<file path="config.mk">
export PLATFORM = sky130hd
export DESIGN_NAME = timer_ctrl
export DESIGN_NICKNAME = d
export VERILOG_FILES = /design/src/rtl/timer_ctrl.sv
export SDC_FILE = /design/constraint.sdc
export NUM_CORES = 1
export LEC_CHECK = 0
export CORE_MARGIN = 4
export CORE_UTILIZATION = 24
export CTS_CLUSTER_DIAMETER = 100
export CTS_CLUSTER_SIZE = 40
export DETAILED_ROUTE_END_ITERATION = 16
export PLACE_DENSITY_LB_ADDON = 0.05
export SLEW_MARGIN = 10
export SYNTH_ARGS = -nofsm -noshare
export SYNTH_HDL_FRONTEND = slang
export SYNTH_SLANG_ARGS = --single-unit
</file>
<file path="constraint.sdc">
create_clock -name clk -period 6.1 [get_ports clk]
set_clock_uncertainty 0.15 [all_clocks]
set_input_delay 1.22 -clock clk [delete_from_list [all_inputs] [get_ports clk]]
set_output_delay 1.22 -clock clk [all_outputs]
set_load 0.02 [all_outputs]
</file>
<file path="src/rtl/timer_ctrl.sv">
// timer_ctrl: run/set controller for an HH:MM:SS clock.
// In RUN it divides clk down to a one-cycle seconds enable. btn_mode steps
// through SET_HOUR, SET_MIN and SET_SEC and back to RUN. In each SET state a
// BCD edit register is loaded from the live counters, btn_inc steps it with
// field wrap, and a load strobe plus a blink enable are driven out.
// The buttons are single-cycle synchronous pulses with no handshake: a pulse
// is consumed on the edge it is sampled, and btn_mode has priority over
// btn_inc when both arrive in the same cycle.
// Every output comes straight from a flop. The FSM state is visible on the
// mode output.
module timer_ctrl #(
  parameter int TICK_DIV  = 50000000,
  parameter int BLINK_DIV = 12500000
) (
  input  logic       clk,
  input  logic       rst_n,
  input  logic       btn_mode,
  input  logic       btn_inc,
  input  logic [3:0] cur_h1,
  input  logic [3:0] cur_h2,
  input  logic [3:0] cur_m1,
  input  logic [3:0] cur_m2,
  input  logic [3:0] cur_s1,
  input  logic [3:0] cur_s2,
  output logic       sec_tick,
  output logic       set_hour,
  output logic       set_min,
  output logic       set_sec,
  output logic [3:0] set_num1,
  output logic [3:0] set_num2,
  output logic       blink,
  output logic [1:0] mode
);

  localparam int TW = $clog2(TICK_DIV);
  localparam int BW = (BLINK_DIV > 1) ? $clog2(BLINK_DIV) : 1;
  localparam logic [TW-1:0] TICK_LAST  = TW'(TICK_DIV - 1);
  localparam logic [BW-1:0] BLINK_LAST = BW'(BLINK_DIV - 1);

  typedef enum logic [1:0] {
    RUN      = 2'd0,
    SET_HOUR = 2'd1,
    SET_MIN  = 2'd2,
    SET_SEC  = 2'd3
  } state_t;

  state_t        state;
  state_t        state_nxt;
  logic [TW-1:0] presc;
  logic [BW-1:0] bcnt;
  logic [3:0]    e1;
  logic [3:0]    e2;
  logic [3:0]    load1;
  logic [3:0]    load2;
  logic [3:0]    inc1;
  logic [3:0]    inc2;
  logic [7:0]    edit_val;
  logic [7:0]    edit_lim;

  assign mode     = state;
  assign set_num1 = e1;
  assign set_num2 = e2;

  // Next step of the mode cycle, the pair to load on entering that state,
  // and the BCD increment of the edit register against the current field limit.
  always_comb begin
    state_nxt = RUN;
    load1     = 4'd0;
    load2     = 4'd0;
    edit_lim  = 8'd59;
    case (state)
      RUN:      begin state_nxt = SET_HOUR; load1 = cur_h1; load2 = cur_h2; end
      SET_HOUR: begin state_nxt = SET_MIN;  load1 = cur_m1; load2 = cur_m2; edit_lim = 8'd23; end
      SET_MIN:  begin state_nxt = SET_SEC;  load1 = cur_s1; load2 = cur_s2; end
      default:  begin state_nxt = RUN; end
    endcase
    // Decimal value of the edit pair; anything at or past the limit
    // (including over-range values loaded from the counters) wraps to 00.
    edit_val = ({4'd0, e1} * 8'd10) + {4'd0, e2};
    if (edit_val >= edit_lim) begin
      inc1 = 4'd0;
      inc2 = 4'd0;
    end else if (e2 >= 4'd9) begin
      inc1 = e1 + 4'd1;
      inc2 = 4'd0;
    end else begin
      inc1 = e1;
      inc2 = e2 + 4'd1;
    end
  end

  // Mode FSM with edit register, prescaler, blink divider and all registered outputs.
  always_ff @(posedge clk or negedge rst_n) begin
    if (!rst_n) begin
      state    <= RUN;
      presc    <= '0;
      bcnt     <= '0;
      e1       <= 4'd0;
      e2       <= 4'd0;
      sec_tick <= 1'b0;
      set_hour <= 1'b0;
      set_min  <= 1'b0;
      set_sec  <= 1'b0;
      blink    <= 1'b1;
    end else if (btn_mode) begin
      // Mode change: every state entry restarts the prescaler and the blink
      // phase. Entering RUN keeps the edit value.
      state    <= state_nxt;
      set_hour <= (state_nxt == SET_HOUR);
      set_min  <= (state_nxt == SET_MIN);
      set_sec  <= (state_nxt == SET_SEC);
      presc    <= '0;
      bcnt     <= '0;
      blink    <= 1'b1;
      sec_tick <= 1'b0;
      if (state_nxt != RUN) begin
        e1 <= load1;
        e2 <= load2;
      end
    end else if (state == RUN) begin
      // sec_tick fires on the edge after the count reaches its last value,
      // so the first tick comes TICK_DIV edges after RUN is entered.
      sec_tick <= (presc == TICK_LAST);
      presc    <= (presc == TICK_LAST) ? '0 : presc + TW'(1);
      bcnt     <= '0;
      blink    <= 1'b1;
    end else begin
      sec_tick <= 1'b0;
      presc    <= '0;
      if (btn_inc) begin
        e1 <= inc1;
        e2 <= inc2;
      end
      if (bcnt == BLINK_LAST) begin
        bcnt  <= '0;
        blink <= ~blink;
      end else begin
        bcnt <= bcnt + BW'(1);
      end
    end
  end

endmodule

</file>
==> run_1/met2.png <==
Cells faint in the background.
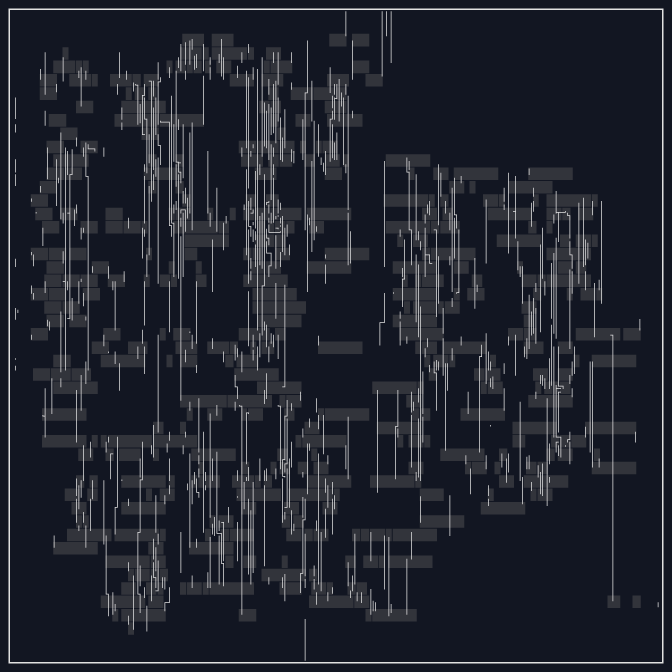
share of all routed wire: 43%
nets with wire on the layer: 370
wire length on this layer: 3820 um
main direction: vertical
longest straight run: 54.1 um
drt total wl: 8960 um
GR Layer Usage met2: 15.9%
Via Count: 2873

==> run_1/gate_families.png <==
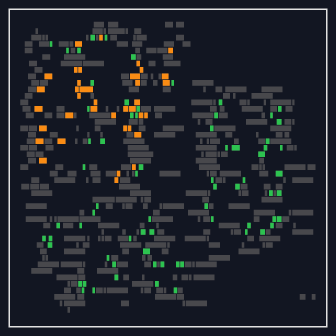
legend:
  NAND gates:
    color: green
    cells: 70
    most_used: nand3_1
  inverting AOI/OAI gates:
    color: orange
    cells: 37
    most_used: a222oi_1
most instantiated logic cell after routing: dfrtp_1
Cell Count, Final, Fillers Out: 616

==> run_1/final_placement.png <==
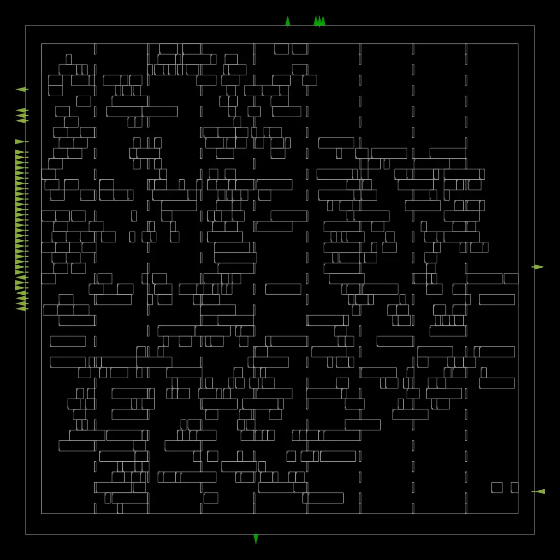
Seq cells: 65
flop share of the area: 35.2%
num rows: 45
Final Util: 30.4%
Filler cells: 1603

==> qor.yml, run 1 <==
dpl.cell_count: 600
die_y_um: 133
post-route-cell-area_um2: 4620
synthAoiAreaFrac_pct: 8.87
cp_top_family: "adder cells"
timing.final.ws_setup_ns: 2.86
hold_path_startpoint: "bcnt[0]"
nets: 473
syn_avg_cell_area_um2: 9.75
nClkBuffers: 12
ff2ff_setup_slack_ns: 2.86
max_freq_mhz: 308
clk_path_buf_depth: 2
hold_path_class: "flop to flop"
cp.arrival_ns: 3.32
syn_area_um2: 3730
critical_path.startpoint: "set_num1[1]"
dp_slack_ns: 2.64
holdPathEnd: "bcnt[0]"
most_common_cell: "dfrtp_1"
synthXorXnorAreaFrac_pct: 11.8
largest_cell_class: "logic gates"
regToRegEndpoint: "set_num1[2]"
root_buffer: "clkbuf_16"
rsz0062_at_grt: "false"
drv_slew: 0
routed.top_layer: "met4"
ys_top_logic_family: "simple AND/OR/NAND/NOR gates"
inv_count: 16
top_regs: "presc: 26 flops, bcnt: 24 flops"
drt-met1-wl_um: 4470
r2r_start: "set_num1[1]"
ant_nets: 0
clock_latency_ns: 0.34
wl_met2_um: 3820
setup_viol: 0
grt_max_degree: 66
power_density_nw_per_um2: 408
ys_types: 52
grt_use_met1_pct: 14.7
edf_count: 0
grt_pass1_vias: 3035
h-tree-depth: 3
crit_path_frequent_cell: "ha_1"
maxPowerGroup: "combinational cells"
mux_share_pct: 1.18
maxCapViolCount: 0
tns_ns: 0
cpMaxStageDelayCell: "nor4_2"
finalHoldViolCount: 0
cp-endpoint: "set_num1[2]"
drc: 0
tool_warnings: 31
core-area_um2: 15200
holdWs_ns: 0.332
hold_path_depth: 1
largest_reg_flops: 26
num-multi-input-gates: 288
wl_per_cell_um: 14.5
ys_area_um2: 3730
drtIter0Drc: 130
drt_pass1_iterations: 4
required_ns: 6.17
die_w_um: 133
leakagePower_nw: 1.96
routed_via_density: 4.66
p_sw_mw: 0.721
antenna_found_initial: 0
fin_crit_ns: 3.24
grt_pass1_wl_um: 15500
max_slew_margin_pct: 42.7
lay_top_cells: "dfrtp_1, nor2_1, clkdlybuf4s50_1"
crit_chain: "ha_1 > ha_1 > fa_1 > xnor2_1 > ha_1 > nor4_2 > a31oi_1 > o22a_1"
ys_seq_share_pct: 43.7
yosys.area.top_type: "dfrtp_1"
grt_use_met3_pct: 4.03
finalClockPeriodUsage_pct: 53.2
synth_stat.cells: 382
synthTopCellsByCount: "dfrtp_1, nor2_1, xor2_1, nand3_1, nand2_1"
grt_overflow_total: 0
max_stage_delay_ns: 0.54
chip_area_um2: 17600
total_power_mw: 1.89
top_cell_area_share_pct: 43.0
crit_fanout: 8
num_tap_cells: 188
synth-seq-cells: 65
cts_buffers: 9
gp_congestion: 0.770
grt_most_used_layer: "met2"
status: "finished, final reports clean"
start_kind: "flop"
ys_sh_adder_pct: 7.79
dominantRegCellSynth: "dfrtp_1"
track_usage_pct: 10.9
comb_share_pct: 42.4
end_kind: "flop"
initial_utilization_pct: 24.5
p_seq_mw: 0.561
area_growth_pct: 24.1
regArea_um2: 1630
p_int_mw: 1.17
cts.sinks: 65
switching_share_pct: 38.2
pg_clk_mw: 0.539
cts.hold.buffers_added: 0
postSynth.asyncResetShare_pct: 100
synthCells: 382
n_antenna_cell: 0
port_buffers: 42
seqPwrFrac_pct: 29.7
drive_above_1_share_pct: 7.48
pwr-share-clk_pct: 28.6
logic_area_um2: 1960
tritoncts: "built"
==> run_1/cell_classes.png <==
Bar = 50 um.
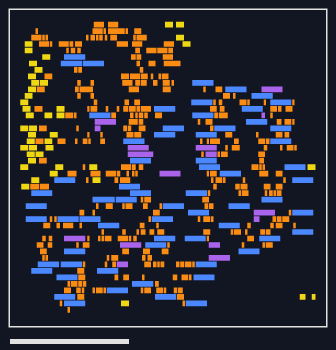

==> run 1 -> run 2 <==
==> constraint.sdc (replaced) <==
create_clock -name clk -period 2.6 [get_ports clk]
set_clock_uncertainty 0.15 [all_clocks]
set_input_delay 0.52 -clock clk [delete_from_list [all_inputs] [get_ports clk]]
set_output_delay 0.52 -clock clk [all_outputs]
set_load 0.02 [all_outputs]
==> run_2/cell_classes.png <==
Bar = 50 um.
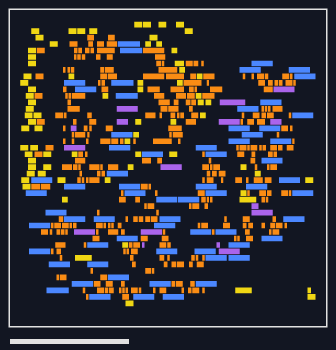
legend:
  clock drivers and dummy loads:
    color: purple
    cells: 16
    share_of_their_area: 6.4%
  all other logic:
    color: orange
    cells: 304
    share_of_their_area: 45%
  flip-flops:
    color: blue
    cells: 65
    share_of_their_area: 34%
  other buffers and delay cells:
    color: yellow
    cells: 74
    share_of_their_area: 15%
core area: 15200 um^2
Final Util: 33.0%
fin area: 5020 um^2
flop share of the area: 32.6%

==> run_2/clock_map.png <==
Bar = 50 um.
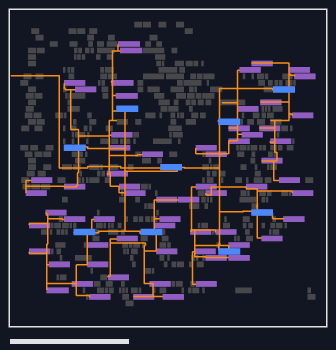
legend:
  clock wires:
    color: orange
    length: 1130 um
  cells driving clock nets:
    color: blue
    count: 9
  flip-flops:
    color: purple
    count: 65
flops lie: all over the die
routed clock nets: 10

==> run_2/gate_families.png <==
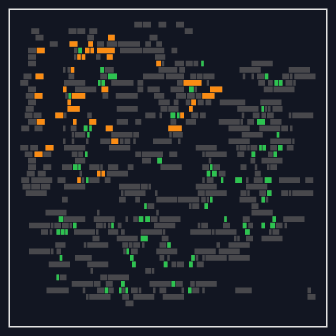
legend:
  NAND gates:
    color: green
    cells: 70
    most_used: nand3_1
  inverting AOI/OAI gates:
    color: orange
    cells: 37
    most_used: a222oi_1
Comb area share: 41.5%
Cell Count, Final, Fillers Out: 647
most instantiated logic cell after routing: nor2_1

==> run 2 against run 1 <==
Compared with the run above:
- the run now ends with negative setup slack left
- critical endpoint unchanged
- synthesized cell count is the same
- area after synthesis is the same
- worst setup slack got worse by 3.1 ns
- combinational power grew to 3.2 times the previous value
==> qor.yml, run 2 <==
cp-endpoint: "set_num1[2]"
hold_path_depth: 1  # unchanged
drtIter0Drc: 147  # +13%
fin_crit_ns: 2.87  # -0.374 ns
finalClockPeriodUsage_pct: 110  # +57 points
nClkBuffers: 12  # unchanged
nets: 504  # +6.6%
yosys.area.top_type: "dfrtp_1"
crit_chain: "ha_4 > ha_4 > fa_2 > xnor2_2 > ha_1 > a221o_1 > o211ai_4 > a31oi_4 > o22a_1"
chip_area_um2: 17600  # unchanged
root_buffer: "clkbuf_16"
antenna_found_initial: 0  # unchanged
drive_above_1_share_pct: 17.2  # +9.7 points
postSynth.asyncResetShare_pct: 100  # unchanged
drt-met1-wl_um: 4930  # +10%
start_kind: "flop"
synthCells: 382  # unchanged
p_int_mw: 3.11  # +170%
grt_most_used_layer: "met2"
maxPowerGroup: "combinational cells"
grt_pass1_vias: 3065  # +0.99%
clk_path_buf_depth: 2  # unchanged
violations: "negative setup slack"
maxCapViolCount: 0  # unchanged
required_ns: 2.67  # -3.50 ns
grt_overflow_total: 0  # unchanged
cp_top_family: "adder cells"
top_cell_area_share_pct: 43.0  # unchanged
drt_pass1_iterations: 4  # unchanged
grt_use_met3_pct: 4.03  # unchanged
pwr-share-clk_pct: 24.8  # -3.8 points
crit_fanout: 6  # -2
max_stage_delay_ns: 0.55  # about the same
largest_cell_class: "logic gates"
synth_stat.cells: 382  # unchanged
num_tap_cells: 188  # unchanged
flops: 65  # unchanged
status: "finished, violations left"
dpl.cell_count: 629  # +4.8%
synth-seq-cells: 65  # unchanged
hold_path_class: "flop to flop"
num-multi-input-gates: 288  # unchanged
ys_types: 52  # unchanged
max_slew_margin_pct: 65.0  # +22 points
most_common_cell: "dfrtp_1"
cts.hold.buffers_added: 1  # +1
routed_via_density: 4.58  # -1.8%
die_y_um: 133  # unchanged
switching_share_pct: 38.5  # +0.26 points
setup_viol: 8  # +8
cts_buffers: 9  # unchanged
ys_top_logic_family: "simple AND/OR/NAND/NOR gates"
seqPwrFrac_pct: 24.9  # -4.8 points
inv_count: 16  # unchanged
dominantRegCellSynth: "dfrtp_1"
initial_utilization_pct: 24.5  # unchanged
ff2ff_setup_slack_ns: -0.27  # -3.13 ns
track_usage_pct: 11.8  # +0.87 points
cp.arrival_ns: 2.94  # -0.38 ns
drc: 0  # unchanged
port_buffers: 42  # unchanged
vias: 2962  # +3.1%
synthTopCellsByCount: "dfrtp_1, nor2_1, xor2_1, nand3_1, nand2_1"
area_growth_pct: 34.6
crit_path_frequent_cell: "ha_4"
lay_top_cells: "nor2_1, dfrtp_1, clkdlybuf4s50_1"
dp_slack_ns: -0.293  # -2.93 ns
nFillCells: 1593  # -0.62%
ys_sh_adder_pct: 7.79  # unchanged
r2r_start: "set_num1[3]"
p_sw_mw: 1.94  # +170%
holdWs_ns: 0.341  # +0.00837 ns
ant_nets: 0  # unchanged
grtUsageMet2_pct: 17.0  # +1.1 points
leakagePower_nw: 2.13  # +8.8%
holdPathEnd: "bcnt[0]"
grt_use_met1_pct: 16.2  # +1.5 points
wl_per_cell_um: 15.2  # +4.2%
grt_max_degree: 49  # -26%
syn_avg_cell_area_um2: 9.75  # unchanged
timing.final.ws_setup_ns: -0.271  # -3.13 ns
total_power_mw: 5.05  # +170%
regToRegEndpoint: "set_num1[2]"
tool_warnings: 34  # +9.7%
p_seq_mw: 1.26  # +120%
==> run_2/met2.png <==
Cells faint in the background.
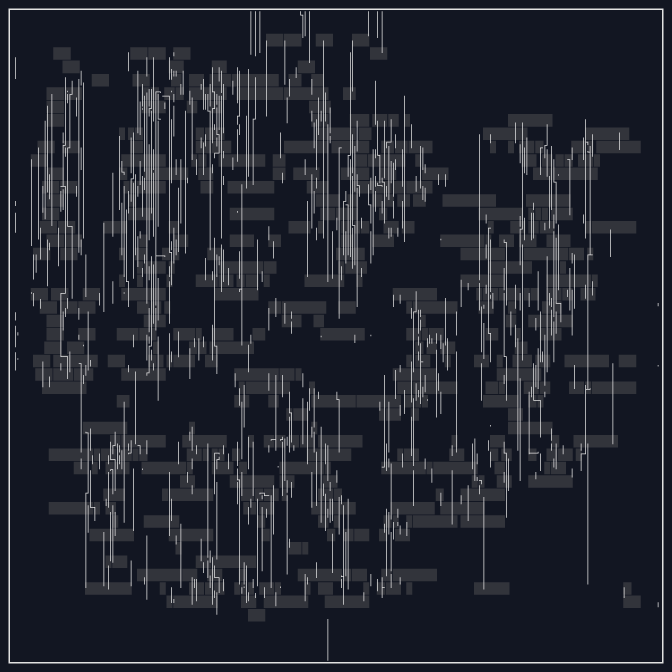

==> run 2 -> run 3 <==
--- a/config.mk
+++ b/config.mk
@@ -10,6 +10,7 @@
 export CTS_CLUSTER_DIAMETER = 100
 export CTS_CLUSTER_SIZE = 40
 export DETAILED_ROUTE_END_ITERATION = 16
+export GPL_TIMING_DRIVEN = 0
 export PLACE_DENSITY_LB_ADDON = 0.05
 export SLEW_MARGIN = 10
 export SYNTH_ARGS = -nofsm -noshare
==> run_3/met2.png <==
Cells faint in the background.
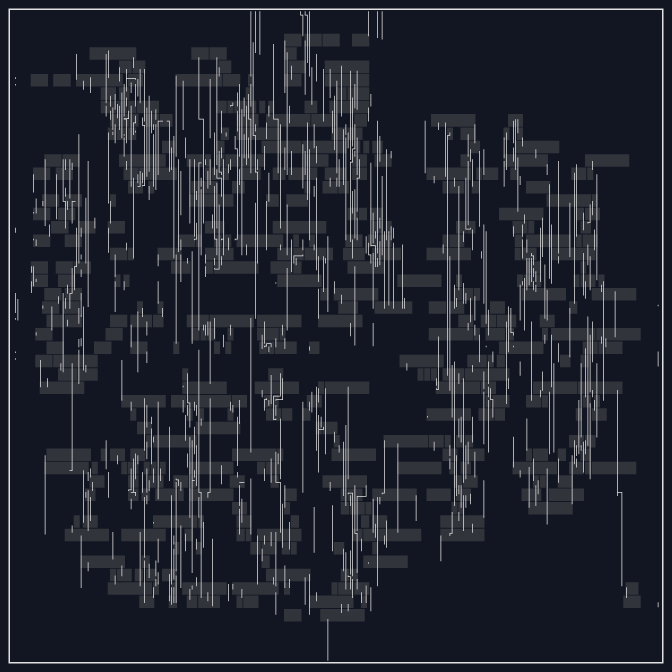
main direction: vertical
longest straight run: 48.8 um
wire length on this layer: 4260 um
nets with wire on the layer: 397

==> run_3/clock_map.png <==
Bar = 50 um.
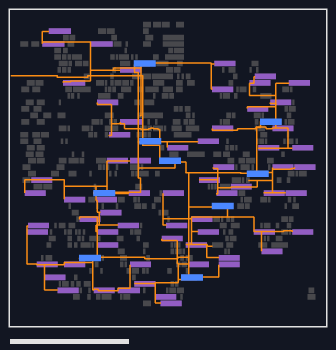
legend:
  clock wires:
    color: orange
    length: 1210 um
  cells driving clock nets:
    color: blue
    count: 9
  flip-flops:
    color: purple
    count: 65
routed clock nets: 10
Latency at later pin: 0.34 ns
Clock Power: 1.27 mW
clock network fraction of design power: 25.7%

==> run 3 against run 2 <==
Compared with the run above:
- the run still ends with negative setup slack left
- design area is 2.1% lower
- final cell count is 1.1% lower
- combinational power is 7% lower
- non-clock buffer count is 7 lower
- utilization is 0.69 points lower
- first-iteration DRC count is 33% lower
- hold slack better by 0.018 ns
- largest power group unchanged
- sequential power is 3% higher
==> qor.yml, run 3 <==
cp-endpoint: "set_num1[2]"
drt_pass1_iterations: 4  # unchanged
top_cell_area_share_pct: 43.0  # unchanged
ys_types: 52  # unchanged
p_int_mw: 3.01  # -3.0%
cts.hold.buffers_added: 1  # unchanged
grt_overflow_total: 0  # unchanged
violations: "negative setup slack"
cts_buffers: 9  # unchanged
drt-met1-wl_um: 4970  # +0.81%
die_y_um: 133  # unchanged
track_usage_pct: 11.7  # -0.12 points
fin_util_pct: 32.3  # -0.69 points
wl_per_cell_um: 15.3  # +0.76%
synthTopCellsByCount: "dfrtp_1, nor2_1, xor2_1, nand3_1, nand2_1"
drive_above_1_share_pct: 14.6  # -2.6 points
nets: 497  # -1.4%
dominantRegCellSynth: "dfrtp_1"
root_buffer: "clkbuf_16"
die_w_um: 133
simple_gate_share_pct: 23.1
vias: 2992  # +1.0%
num-multi-input-gates: 288  # unchanged
flops: 65  # unchanged
seqPwrFrac_pct: 26.4  # +1.5 points
maxPowerGroup: "combinational cells"
grt_max_degree: 40  # -18%
p_sw_mw: 1.91  # -1.5%
switching_share_pct: 38.8  # +0.36 points
postSynth.asyncResetShare_pct: 100  # unchanged
ff2ff_setup_slack_ns: -0.36  # -0.08 ns
leakagePower_nw: 2.07  # -2.9%
clk_path_buf_depth: 2  # unchanged
synthCells: 382  # unchanged
holdWs_ns: 0.358  # +0.0175 ns
hold_path_class: "flop to flop"
antenna_found_initial: 0  # unchanged
required_ns: 2.68  # about the same
total_power_mw: 4.93  # -2.4%
lay_top_cells: "nor2_1, dfrtp_1, clkdlybuf4s50_1"
tool_warnings: 34  # unchanged
grt_use_met1_pct: 16.0  # -0.22 points
initial_utilization_pct: 24.5  # unchanged
crit_fanout: 6  # unchanged
timing.final.ws_setup_ns: -0.355  # -0.0844 ns
start_kind: "flop"
nClkBuffers: 12  # unchanged
ys_top_logic_family: "simple AND/OR/NAND/NOR gates"
ant_nets: 0  # unchanged
maxCapViolCount: 0  # unchanged
crit_chain: "ha_4 > ha_4 > fa_2 > xnor2_2 > ha_1 > a221o_1 > o211ai_4 > a31oi_4 > o22a_1"
num_tap_cells: 188  # unchanged
drtIter0Drc: 99  # -33%
fin_crit_ns: 2.96  # +0.0844 ns
synth-seq-cells: 65  # unchanged
cp_top_family: "adder cells"
status: "finished, violations left"
holdPathEnd: "presc[0]"
seq_share_pct: 33.3  # +0.72 points
regToRegEndpoint: "set_num1[2]"
max_stage_delay_ns: 0.57  # +0.02 ns
nFillCells: 1584  # -0.56%
port_buffers: 42  # unchanged
area_growth_pct: 31.8
finalClockPeriodUsage_pct: 114  # +3.2 points
grt_use_met3_pct: 3.80  # -0.23 points
core-area_um2: 15200  # unchanged
syn_avg_cell_area_um2: 9.75  # unchanged
routed_via_density: 4.68  # +2.1%
grt_pass1_vias: 3106  # +1.3%
post-route-cell-area_um2: 4910  # -2.1%
hold_path_depth: 1  # unchanged
dpl.cell_count: 613  # -2.5%
grt_most_used_layer: "met2"
final_cells: 640  # -1.1%
comb_share_pct: 42.2  # +0.73 points
mostFrequentLayoutCell: "nor2_1"
drc: 0  # unchanged
largest_reg_flops: 26
grtUsageMet2_pct: 17.4  # +0.34 points
r2r_start: "set_num1[3]"
chip_area_um2: 17600  # unchanged
p_seq_mw: 1.30  # +3%
setup_viol: 8  # unchanged
==> run_3/cell_classes.png <==
Bar = 50 um.
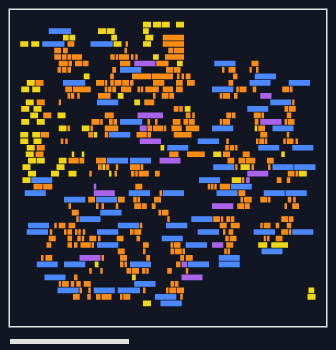
legend:
  clock drivers and dummy loads:
    color: purple
    cells: 16
    share_of_their_area: 6.6%
  flip-flops:
    color: blue
    cells: 65
    share_of_their_area: 35%
  all other logic:
    color: orange
    cells: 304
    share_of_their_area: 46%
  other buffers and delay cells:
    color: yellow
    cells: 67
    share_of_their_area: 13%

No activity file was given, so power comes from the tool's default toggle rates.
